Run 1, cell outlines without signal wires:
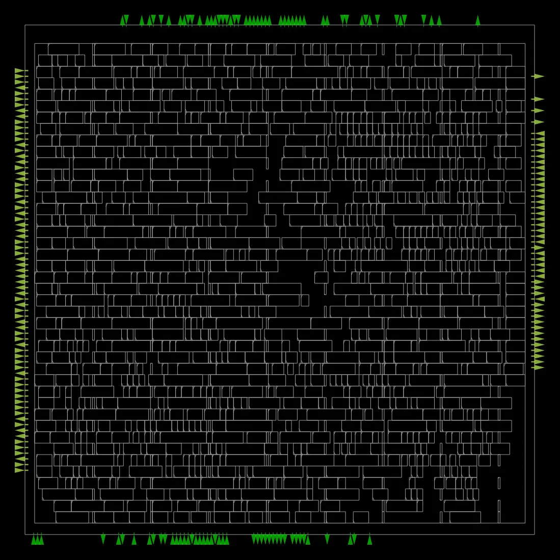
Run 1, sequential cells colored by netlist name:
Scale bar: 20 um. Other sequential cells in the stronger gray, the rest of the logic in the fainter gray.
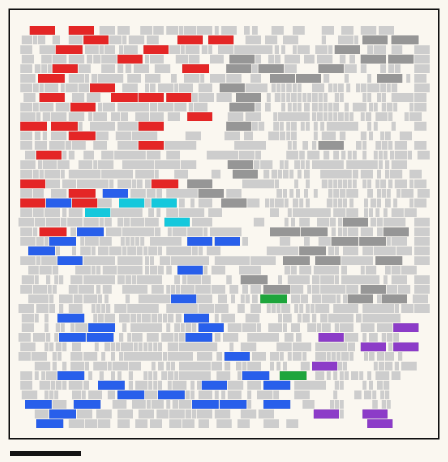
Run 1, I/O nets highlighted:
Scale bar: 20 um.
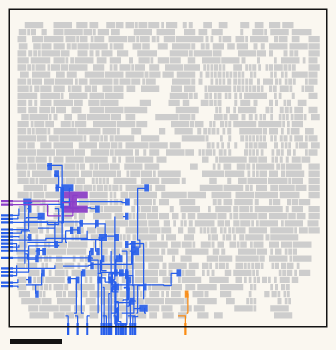
[config.mk]
export PLATFORM = sky130hd
export DESIGN_NAME = data_bridge
export DESIGN_NICKNAME = d
export VERILOG_FILES = /design/src/rtl/data_bridge_pkg.sv /design/src/rtl/data_bridge_lane_align.sv /design/src/rtl/data_bridge.sv
export SDC_FILE = /design/constraint.sdc
export NUM_CORES = 1
export LEC_CHECK = 0
export ABC_AREA = 1
export CORE_MARGIN = 2
export CORE_UTILIZATION = 40
export DETAILED_ROUTE_END_ITERATION = 8
export PLACE_DENSITY_LB_ADDON = 0.15
export SETUP_SLACK_MARGIN = 0.3
export SKIP_CTS_REPAIR_TIMING = 1
export SLEW_MARGIN = 20
export SYNTH_ARGS = -nofsm -noshare
export SYNTH_HDL_FRONTEND = slang
export SYNTH_HIERARCHICAL = 1
export SYNTH_SLANG_ARGS = --single-unit
[constraint.sdc]
create_clock -name i_clk -period 1.6 [get_ports i_clk]
set_input_delay 0.32 -clock i_clk [delete_from_list [all_inputs] [get_ports i_clk]]
set_output_delay 0.32 -clock i_clk [all_outputs]
set_load 0.005 [all_outputs]
[src/rtl/data_bridge_pkg.sv]
// Shared types and constants for the CPU data-port to valid/ready bus bridge.
// Contents: FSM state enum, CPU store-size codes (i_memsize), funct3 access-size
// codes (funct3[1:0]) and a misalignment helper used when MISALIGN_TRAP_EN is
// defined at the top level.
package data_bridge_pkg;

  localparam int unsigned DATA_W = 32;
  localparam int unsigned BE_W   = DATA_W / 8;
  localparam int unsigned OFF_W  = 2;

  localparam logic [BE_W-1:0] BE_FULL = 4'b1111;
  localparam logic [BE_W-1:0] BE_BYTE = 4'b0001;
  localparam logic [BE_W-1:0] BE_HALF = 4'b0011;

  typedef enum logic [1:0] {
    ST_IDLE = 2'd0,
    ST_ADDR = 2'd1,
    ST_RESP = 2'd2,
    ST_DONE = 2'd3
  } state_t;

  // CPU store size (i_memsize); 2'b00 is handled as a word store
  localparam logic [1:0] MS_BYTE = 2'b01;
  localparam logic [1:0] MS_HALF = 2'b10;
  localparam logic [1:0] MS_WORD = 2'b11;

  // Access size carried in funct3[1:0] of loads and stores
  localparam logic [1:0] F3_BYTE = 2'b00;
  localparam logic [1:0] F3_HALF = 2'b01;
  localparam logic [1:0] F3_WORD = 2'b10;

  // True when the access size in funct3 does not fit the low address bits
  function automatic logic is_misaligned(input logic [2:0]       funct3,
                                         input logic [OFF_W-1:0] addr_lo);
    logic mis;
    case (funct3[1:0])
      F3_BYTE: mis = 1'b0;
      F3_HALF: mis = addr_lo[0];
      F3_WORD: mis = (addr_lo != 2'b00);
      default: mis = 1'b0;
    endcase
    return mis;
  endfunction

endpackage

[src/rtl/data_bridge_lane_align.sv]
// Combinational lane steering for the data bridge.
// Ports:
//   we        - current request is a store
//   memsize   - store size code (MS_*)
//   st_offset - byte offset of the incoming request address
//   ld_offset - byte offset captured for the outstanding load
//   wdata     - store data, value in the low lanes
//   rdata     - raw bus read data
//   be_c      - byte enables for the request (all lanes for loads)
//   wdata_c   - lane-replicated store data
//   rdata_c   - read data shifted down so the addressed byte lands in lane 0
module lane_align
  import data_bridge_pkg::*;
(
  input  logic              we,
  input  logic [1:0]        memsize,
  input  logic [OFF_W-1:0]  st_offset,
  input  logic [OFF_W-1:0]  ld_offset,
  input  logic [DATA_W-1:0] wdata,
  input  logic [DATA_W-1:0] rdata,
  output logic [BE_W-1:0]   be_c,
  output logic [DATA_W-1:0] wdata_c,
  output logic [DATA_W-1:0] rdata_c
);

  // Byte enables and store data; lanes shifted past lane 3 are dropped
  always_comb begin
    be_c    = BE_FULL;
    wdata_c = wdata;
    if (we) begin
      case (memsize)
        MS_BYTE: begin
          be_c    = BE_BYTE << st_offset;
          wdata_c = {4{wdata[7:0]}};
        end
        MS_HALF: begin
          be_c    = BE_HALF << st_offset;
          wdata_c = {2{wdata[15:0]}};
        end
        MS_WORD: be_c = BE_FULL << st_offset;
        default: be_c = BE_FULL << st_offset;
      endcase
    end
  end

  // Right-align load data to lane 0
  assign rdata_c = rdata >> {ld_offset, 3'b000};

endmodule

[src/rtl/data_bridge.sv]
// Bridge between the single-cycle CPU data port and a valid/ready bus.
// Each CPU load/store becomes one bus transaction; o_hold stalls the CPU until
// the DONE cycle, where it commits using the registered o_rdata.
// Optional feature: define MISALIGN_TRAP_EN to trap misaligned half/word
// accesses (no bus transaction, o_err set, o_rdata cleared).
// Ports:
//   i_clk, i_rst               - clock, synchronous active-high reset
//   i_load, i_write            - CPU request (store wins if both)
//   i_addr, i_wdata            - byte address, store data in low lanes
//   i_memsize, i_funct3        - store size, access size for alignment
//   o_rdata, o_hold, o_err     - load data, CPU stall, sticky error
//   o_bus_valid/addr/we/be/wdata, i_bus_ready - bus request channel
//   i_bus_rvalid, i_bus_rdata  - bus read response
module data_bridge
  import data_bridge_pkg::*;
#(
  parameter int unsigned TIMEOUT_CYCLES = 255
) (
  input  logic              i_clk,
  input  logic              i_rst,
  input  logic              i_load,
  input  logic              i_write,
  input  logic [DATA_W-1:0] i_addr,
  input  logic [DATA_W-1:0] i_wdata,
  input  logic [1:0]        i_memsize,
  input  logic [2:0]        i_funct3,
  output logic [DATA_W-1:0] o_rdata,
  output logic              o_hold,
  output logic              o_err,
  output logic              o_bus_valid,
  input  logic              i_bus_ready,
  output logic [DATA_W-1:0] o_bus_addr,
  output logic              o_bus_we,
  output logic [BE_W-1:0]   o_bus_be,
  output logic [DATA_W-1:0] o_bus_wdata,
  input  logic              i_bus_rvalid,
  input  logic [DATA_W-1:0] i_bus_rdata
);

  localparam int unsigned CNT_W = $clog2(TIMEOUT_CYCLES + 1);

  state_t             state;
  state_t             state_nxt;
  logic [CNT_W-1:0]   cnt;
  logic [OFF_W-1:0]   offset;
  logic               req_c;
  logic               trap_c;
  logic               timeout_c;
  logic [BE_W-1:0]    be_c;
  logic [DATA_W-1:0]  wdata_c;
  logic [DATA_W-1:0]  rdata_c;

  assign req_c = i_load | i_write;

`ifdef MISALIGN_TRAP_EN
  assign trap_c = is_misaligned(i_funct3, i_addr[OFF_W-1:0]);
`else
  logic unused_funct3_c;
  assign trap_c          = 1'b0;
  assign unused_funct3_c = ^i_funct3;
`endif

  // Last permitted wait cycle across ADDR and RESP combined
  assign timeout_c = ((state == ST_ADDR) || (state == ST_RESP)) &&
                     (cnt == CNT_W'(TIMEOUT_CYCLES - 1));

  lane_align u_lane_align (
    .we        (i_write),
    .memsize   (i_memsize),
    .st_offset (i_addr[OFF_W-1:0]),
    .ld_offset (offset),
    .wdata     (i_wdata),
    .rdata     (i_bus_rdata),
    .be_c      (be_c),
    .wdata_c   (wdata_c),
    .rdata_c   (rdata_c)
  );

  // State register
  always_ff @(posedge i_clk) begin
    if (i_rst) begin
      state <= ST_IDLE;
    end else begin
      state <= state_nxt;
    end
  end

  // Next state and CPU hold; a completing handshake wins over the timeout
  always_comb begin
    state_nxt = state;
    o_hold    = 1'b0;
    case (state)
      ST_IDLE: begin
        if (req_c) begin
          o_hold    = 1'b1;
          state_nxt = trap_c ? ST_DONE : ST_ADDR;
        end
      end
      ST_ADDR: begin
        o_hold = 1'b1;
        if (i_bus_ready) begin
          state_nxt = o_bus_we ? ST_DONE : ST_RESP;
        end else if (timeout_c) begin
          state_nxt = ST_DONE;
        end
      end
      ST_RESP: begin
        o_hold = 1'b1;
        if (i_bus_rvalid || timeout_c) begin
          state_nxt = ST_DONE;
        end
      end
      ST_DONE: state_nxt = ST_IDLE;
      default: state_nxt = ST_IDLE;
    endcase
  end

  // Request capture, bus outputs, load data, timeout counter and error flag
  always_ff @(posedge i_clk) begin
    if (i_rst) begin
      cnt         <= '0;
      offset      <= '0;
      o_err       <= 1'b0;
      o_rdata     <= '0;
      o_bus_valid <= 1'b0;
      o_bus_we    <= 1'b0;
      o_bus_be    <= '0;
      o_bus_addr  <= '0;
      o_bus_wdata <= '0;
    end else begin
      case (state)
        ST_IDLE: begin
          if (req_c) begin
            cnt    <= '0;
            offset <= i_addr[OFF_W-1:0];
            if (trap_c) begin
              o_err   <= 1'b1;
              o_rdata <= '0;
            end else begin
              o_bus_valid <= 1'b1;
              o_bus_we    <= i_write;
              o_bus_be    <= be_c;
              o_bus_addr  <= {i_addr[DATA_W-1:2], 2'b00};
              o_bus_wdata <= wdata_c;
            end
          end
        end
        ST_ADDR: begin
          cnt <= cnt + CNT_W'(1);
          if (i_bus_ready) begin
            o_bus_valid <= 1'b0;
          end else if (timeout_c) begin
            o_bus_valid <= 1'b0;
            o_err       <= 1'b1;
            o_rdata     <= '0;
          end
        end
        ST_RESP: begin
          cnt <= cnt + CNT_W'(1);
          if (i_bus_rvalid) begin
            o_rdata <= rdata_c;
          end else if (timeout_c) begin
            o_err   <= 1'b1;
            o_rdata <= '0;
          end
        end
        default: ;
      endcase
    end
  end

endmodule

==> impl_metrics.ini, run 1 <==
; synthesis and place-and-route metrics
[run_status]
status = finished with violations
violations = setup timing

[critical_path]
reg2reg_slack_ps = -50
critPathMaxStageDelay_ps = 330
crit_buf_inv = 4
critPathKind = reg2reg
worstRegToRegCells = 10
setup.worst_path.end = o_rdata[0]$_SDFFE_PP0P_
critical_path_arrival_ps = 1920
start_kind = register
regToRegEndpoint = o_rdata[0]$_SDFFE_PP0P_
crit_chain = inv_2 > ha_4 > buf_6 > nand2_4 > nor2_4 > nand4_1 > buf_6 > clkbuf_16 > nand3_1 > a21oi_1
worst_setup_path_end_kind = register
crit_start = state[1]$_SDFFE_PP0P_
crit_top_cell = buf_6
path_depth = 10

[final_layout]
buf_share_pct = 31.4
layout-drive-gt1-share_pct = 28.5
nNonClkInverters = 63
layout_top_cells = 212 x nand2_1, 102 x dlymetal6s2s_1, 100 x clkdlybuf4s50_1
nonClockBufferCount = 271
clockNetworkAreaShare_pct = 6.44
dominant_cells = combinational gates
comb_cells = 613
num-clock-buffers = 19
fin_cells = 1269
lay_top_count = nand2_1
fillers = 945
comb_share_pct = 34.9

[timing]
setup_viol = 14
period_used_pct = 103
skew_ps = 16.8
hold_viol = 0
slew_violations = 0
hold_slack_ps = 417
fin_ws_ps = -45.4
maxSlewHeadroom_pct = 64.4
finalSetupTns_ps = -222
fin_crit_ps = 1650

[place]
detailed_place_hpwl_um = 11100
dpl_cell_area_mm2 = 0.00779

[clocking]
cts.path.max_buffers = 2
cts_tree = yes
cts.sinks = 113
clock_latency_ps = 410
ctsHtreeMaxLevel = 4
clk_pin_slew_ps = 60
cts_root_buf = clkbuf_16

[yosys]
async_reset_ff_share_pct = 0
netlist_top_cells_count = 223 x nand2_1, 171 x nor2_1, 113 x dfxtp_1, 77 x nand3_1, 76 x o21ai_0
synth-adder-area-share_pct = 2.04
aoi_share_pct = 10.6
synth_cell_types = 25
simple_gate_area_share_pct = 35.7
largest_area_cell = dfxtp_1
top_cells_by_area = dfxtp_1 41%, nand2_1 15%, nor2_1 12%, nand3_1 7.0%, o21ai_0 6.9%
edf_count = 0
synth.comb.largest_family = simple AND/OR/NAND/NOR gates
ys.flop_type = dfxtp_1
synth_top_area_share_pct = 41.1
synth-xor-area-share_pct = 0
yosysWarnings = 6
ys_area_mm2 = 0.00551
synth_flops = 113
avgSynthCellArea_um2 = 6.50

[detailed_routing]
drtIter0Drc = 593
via_per_inst = 5.09
ant_nets = 0
wl_met2_um = 10300
vias = 6460
drc = 0
routed.top_layer = met4
wl_met3_um = 1700

[min_path]
hold_path_end = o_bus_we$_SDFFE_PP0P_
min_path_cells = 4
hp-class = in2reg

[die]
fp_util_pct = 41.3
die_h_um = 121
chipWidth_um = 121
dieArea_mm2 = 0.0147

[grt]
grt_pass1_vias = 5157
track_usage_pct = 21.3
grt_pass1_wl_um = 24900
antenna_found_initial = 1

[power_and_ir_drop]
peakVddDrop_v = 0.00109
power_density_mw_per_mm2 = 1640

[run]
log.warning_count = 37
About 'cell outlines without signal wires':
sequential share of cell area: 22.4%
fin util: 77.6%
Row Count: 42

About 'sequential cells colored by netlist name':
red -> o_bus_addr  # sequential cells 30, where north-west
blue -> o_bus_wdata  # sequential cells 32
cyan -> o_bus_be  # sequential cells 4
purple -> cnt  # sequential cells 8, where south-east
green -> state  # sequential cells 2
Seq group: 4240 uW
Flop area: 0.00232 mm2

About 'I/O nets highlighted':
blue -> i_wdata  # bits 32, direction input, edge 16 south, 16 west, end cells 56, buffers 33, wire 1060 um
purple -> i_memsize  # bits 2, direction input, edge west, end cells 4, buffers 2, wire 64.0 um
orange -> i_load  # bits 1, direction input, edge south, end cells 1, buffers 1, wire 14.9 um
Port Buffers: 205
Ports: 211

run 1: worst register-to-register path, stage by stage (launching register included):
cell and delay, ps:
dfxtp_2 330, inv_2 50, ha_4 260, buf_6 120, nand2_4 50, nor2_4 100, nand4_1 110, buf_6 170
clkbuf_16 170, nand3_1 90, a21oi_1 70
run 1: power by group:
group	leakage, uW	switching (uW)	internal, uW
logic	0.00455	4240	4230
registers	0.000944	646	3600
clock network	0.000314	1360	2930
run 1: layer usage:
metal  track usage, %  vias up
li1                 -     3134
met1             27.1     3005
met2             33.3      284
met3             8.04       37
met4             6.54        0
met5                0        -
run 1: sequential cells by signal (all words and copies together) (netlist names):
name,count
o_rdata,32
o_bus_addr,30
o_bus_be,4
o_bus_valid,1
offset,2
o_bus_wdata,32
cnt,8
state,2
o_bus_we,1
o_err,1
Run 1, cell density map:
Scale bar: 20 um. 12 x 12 tiles, from white (low) to dark blue (high), 0 to 100% covered.
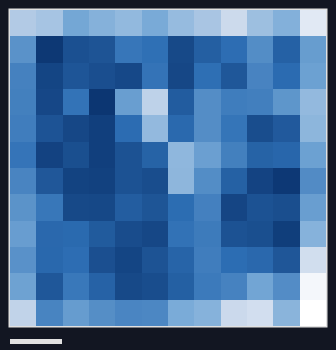

==> run 2, diff against run 1 <==
CORE_MARGIN = not set   (was 2)
GPL_ROUTABILITY_DRIVEN = 0   (was not set)
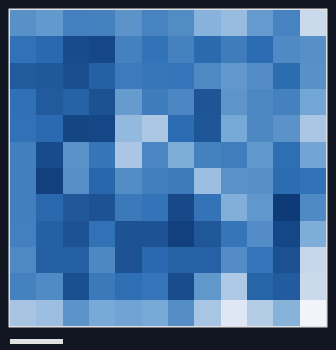
Run 2: cell density map
Scale bar: 20 um. 12 x 12 tiles, from white (low) to dark blue (high), 0 to 100% covered.
emptiest ninth of the die = south-east
mean over tiles = 66%
tiles over 75% full = 32%
fullest tile = 96%
fp_density: 41.3%
fin util: 72.6%
Core Region: 0.0133 mm2

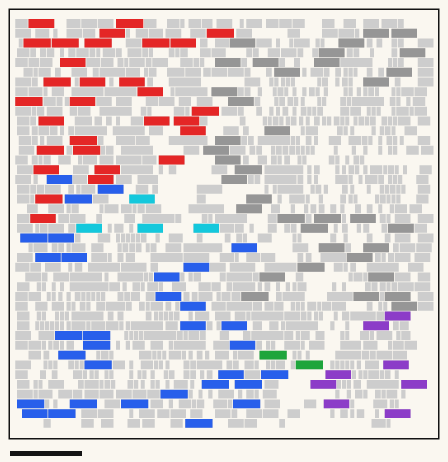
Run 2: sequential cells colored by netlist name
Scale bar: 20 um. Other sequential cells in the stronger gray, the rest of the logic in the fainter gray.
green -> state  # sequential cells 2
red -> o_bus_addr  # sequential cells 30, where north-west
blue -> o_bus_wdata  # sequential cells 32
purple -> cnt  # sequential cells 8, where south-east
cyan -> o_bus_be  # sequential cells 4
sequential share of cell area: 23.8%
Flop area: 0.00231 mm2
Seq group: 4150 uW

==> run 2 against run 1 <==
Net effect:
- the run still ends with setup timing left
- synthesized area stayed put
- sequential share of layout area rose by 1.5 points
- global-route usage grew 1.9 points
- via count down 3.7%
- worst hold slack improved by 59 ps
- critical path type is now reg2out
- critical endpoint is now o_hold
==> impl_metrics.ini, run 2 <==
; synthesis and place-and-route metrics
[yosys]
synth_top_area_share_pct = 41.1
top_cells_by_area = dfxtp_1 41%, nand2_1 15%, nor2_1 12%, nand3_1 7.0%, o21ai_0 6.9%
largest_area_cell = dfxtp_1
ys.flop_type = dfxtp_1
edf_count = 0
simple_gate_area_share_pct = 35.7
yosysWarnings = 6
synth_cell_types = 25
synth-adder-area-share_pct = 2.04
synth_flops = 113
synth-xor-area-share_pct = 0
ys_area_mm2 = 0.00551
avgSynthCellArea_um2 = 6.50
netlist_top_cells_count = 223 x nand2_1, 171 x nor2_1, 113 x dfxtp_1, 77 x nand3_1, 76 x o21ai_0
async_reset_ff_share_pct = 0

[critical_path]
worst_setup_path_end_kind = primary output
reg2reg_slack_ps = -10
critPathMaxStageDelay_ps = 330
crit_slowest_cell = dfxtp_2
crit_buf_inv = 3
worstRegToRegCells = 9
crit_top_cell = inv_2
critPathKind = reg2out
critical_path_arrival_ps = 1350
path_depth = 5
crit_chain = inv_2 > ha_4 > inv_2 > a21oi_2 > clkbuf_2
setup.worst_path.end = o_hold

[detailed_routing]
ant_nets = 0
routed.top_layer = met4
wl_met3_um = 1550
via_per_inst = 4.95
wl_met2_um = 9010
vias = 6220
drc = 0

[clocking]
cts_tree = yes
cts_root_buf = clkbuf_16
clk_pin_slew_ps = 50
clock_latency_ps = 420
cts.sinks = 113
cts.path.max_buffers = 2
ctsHtreeMaxLevel = 4

[grt]
grt_pass1_wl_um = 26000
track_usage_pct = 23.2
use_met1_pct = 28.0
met3_usage_pct = 8.62
grt_pass1_vias = 5444
grt_util_met2_pct = 37.1
grt.busiest_layer = met2

[power_and_ir_drop]
powerClk_uw = 3920
maxPowerGroup = combinational logic
comb_power_share_pct = 48.5
p_comb_uw = 7580
peakVddDrop_v = 0.000992
p_clk_share_pct = 25.0
p_sw_uw = 5760
power_frac_seq_pct = 26.5
power_density_mw_per_mm2 = 1620
switching_share_pct = 36.8
p_int_uw = 9890

[run_status]
status = finished with violations
violations = setup timing

[final_layout]
layout_top_cells = 213 x nand2_1, 101 x clkdlybuf4s50_1, 100 x nor2_1
lay_top_count = nand2_1
layout-drive-gt1-share_pct = 23.3
synthToLayoutAreaGrowth_pct = 75.8
reg.largest.list = o_bus_wdata x32, o_rdata x32, o_bus_addr x30

[timing]
maxSlewHeadroom_pct = 65.8
setup_viol = 2
fin_ws_ps = -68.5
fin_crit_ps = 1670
period_used_pct = 104
skew_ps = 9.32
hold_viol = 0

[die]
io_pins = 211
fp-row-count = 42
die_h_um = 119
dieArea_mm2 = 0.0142

[run]
log.warning_count = 37

[min_path]
hp-class = reg2reg
hold_path_end = o_err$_SDFFE_PP0P_

[place]
portBuffers = 205
detailed_place_hpwl_um = 11200
==> run 2: stage by stage <==
stage / std cells / TNS [ps] / instance area [um2] / hold WS [ps]
2_1_floorplan: 849 / 0 / 5580 / 440
3_3_place_gp: 1201 / -39560 / 7820 / 459
3_5_place_dp: 1201 / -41810 / 7820 / 466
4_1_cts: 1233 / -13300 / 8430 / 478
5_1_grt: 1256 / -3100 / 9690 / 497
6_report: 1256 / -73.5 / 9690 / 476
==> run 2: layout make-up <==
type                    count  area, um2
clock buffers              19        453
clock inverters            13        160
fillers                  1077       3660
inverters                  62        272
multi-input cells         613       3260
flip-flops and latches    113       2310
well taps                 176        220
repair buffers            259       2990
repair inverters            1       16.3
==> run 2: worst min-delay path, delay by kind of cell, from the launching register on <==
family | cells | cell delay (ps)
AND/OR/NAND/NOR | 2 | 120
flip-flops | 1 | 330
Run 2, I/O nets highlighted:
Scale bar: 20 um.
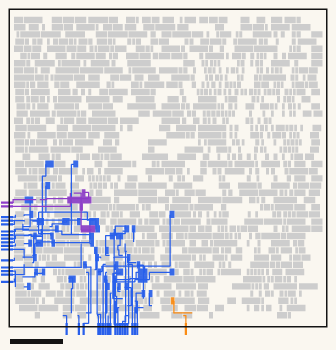

==> run 3, diff against run 2 <==
CAP_MARGIN = 15   (was not set)
CORE_UTILIZATION = 44   (was 40)
clock period = 1.7 ns   (was 1.6 ns; I/O delays follow)
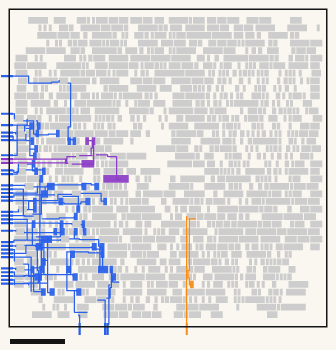
Run 3: I/O nets highlighted
Scale bar: 20 um.
purple -> i_memsize  # bits 2, direction input, edge west, end cells 4, buffers 3, wire 94.3 um
orange -> i_load  # bits 1, direction input, edge south, end cells 1, buffers 1, wire 66.9 um
blue -> i_wdata  # bits 32, direction input, edge 29 west, 3 south, end cells 56, buffers 32, wire 781 um

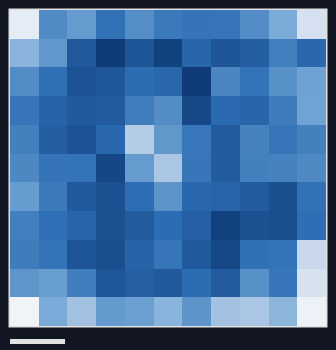
Run 3: cell density map
Scale bar: 20 um. 11 x 11 tiles, from white (low) to dark blue (high), 0 to 100% covered.
fullest tile = 95%
mean over tiles = 69%
tiles over 75% full = 42%
fp_density: 45.5%
fin util: 75.1%

==> run 3 against run 2 <==
Net effect:
- the run now ends clean
- setup slack better by 92 ps
- die size is 8.9% lower
- largest cell class unchanged
- non-clock buffer count is 9 lower
- largest power group unchanged
- critical path type is now reg2reg
- via count is 1.0% lower
==> impl_metrics.ini, run 3 <==
; synthesis and place-and-route metrics
[yosys]
synth_top_area_share_pct = 41.1
ys_area_mm2 = 0.00551
synth_cell_types = 25
async_reset_ff_share_pct = 0
yosysWarnings = 6

[final_layout]
seq_share_pct = 25.0
dominant_cells = combinational gates
fillers = 950
comb_cells = 613
layout_top_cells = 212 x nand2_1, 166 x nor2_1, 104 x dlymetal6s2s_1
buf_share_pct = 31.3
clockNetworkAreaShare_pct = 6.12
nNonClkInverters = 63

[detailed_routing]
wl_met2_um = 8920
via_per_inst = 4.97

[run]
log.warning_count = 37

[min_path]
hp-class = in2reg
hold_path_end = o_bus_we$_SDFFE_PP0P_

[power_and_ir_drop]
power_frac_seq_pct = 29.7
maxPowerGroup = combinational logic
power_density_mw_per_mm2 = 1370

[run_status]
status = completed

[timing]
skew_ps = 7.77
fin_ws_ps = 23.3

[critical_path]
crit_chain = inv_2 > ha_4 > buf_6 > nand2_4 > nor2_4 > nand4_1 > buf_6 > clkbuf_16 > nand3_2 > a21oi_2
crit_start = state[0]$_SDFFE_PP0P_
worst_setup_path_end_kind = register
reg2reg_slack_ps = 20
critPathMaxStageDelay_ps = 330
start_kind = register
regToRegEndpoint = o_rdata[30]$_SDFFE_PP0P_
setup.worst_path.end = o_rdata[30]$_SDFFE_PP0P_
critical_path_arrival_ps = 1970

[grt]
track_usage_pct = 25.4
grt_pass1_wl_um = 25800

[die]
core_mm2 = 0.0121

[clocking]
cts.path.max_buffers = 2
ctsHtreeMaxLevel = 4
-- run 3: netlist changes by cell type in the layout (fill, tap and decap cells not counted), sizes merged --
cell | before | now
clkbuf | 34 | 29
dlymetal6s2s | 97 | 104
clkdlybuf4s50 | 101 | 100
bufinv | 3 | 1
clkinvlp | 5 | 0
diode | 0 | 1
buf | 46 | 41
-- run 3: logic make-up after synthesis --
| family | count (synthesis) | share of synthesized area, % |
|---|---|---|
| buffers and inverters | 123 | 10.6 |
| adders and majority gates | 9 | 2.04 |
| DFF | 113 | 41.1 |
| and+or+nand+nor | 486 | 35.7 |
| other | 1 | 0.0681 |
| AOI/OAI and AO/OA | 116 | 10.6 |
Power and IR drop assume default switching activity.
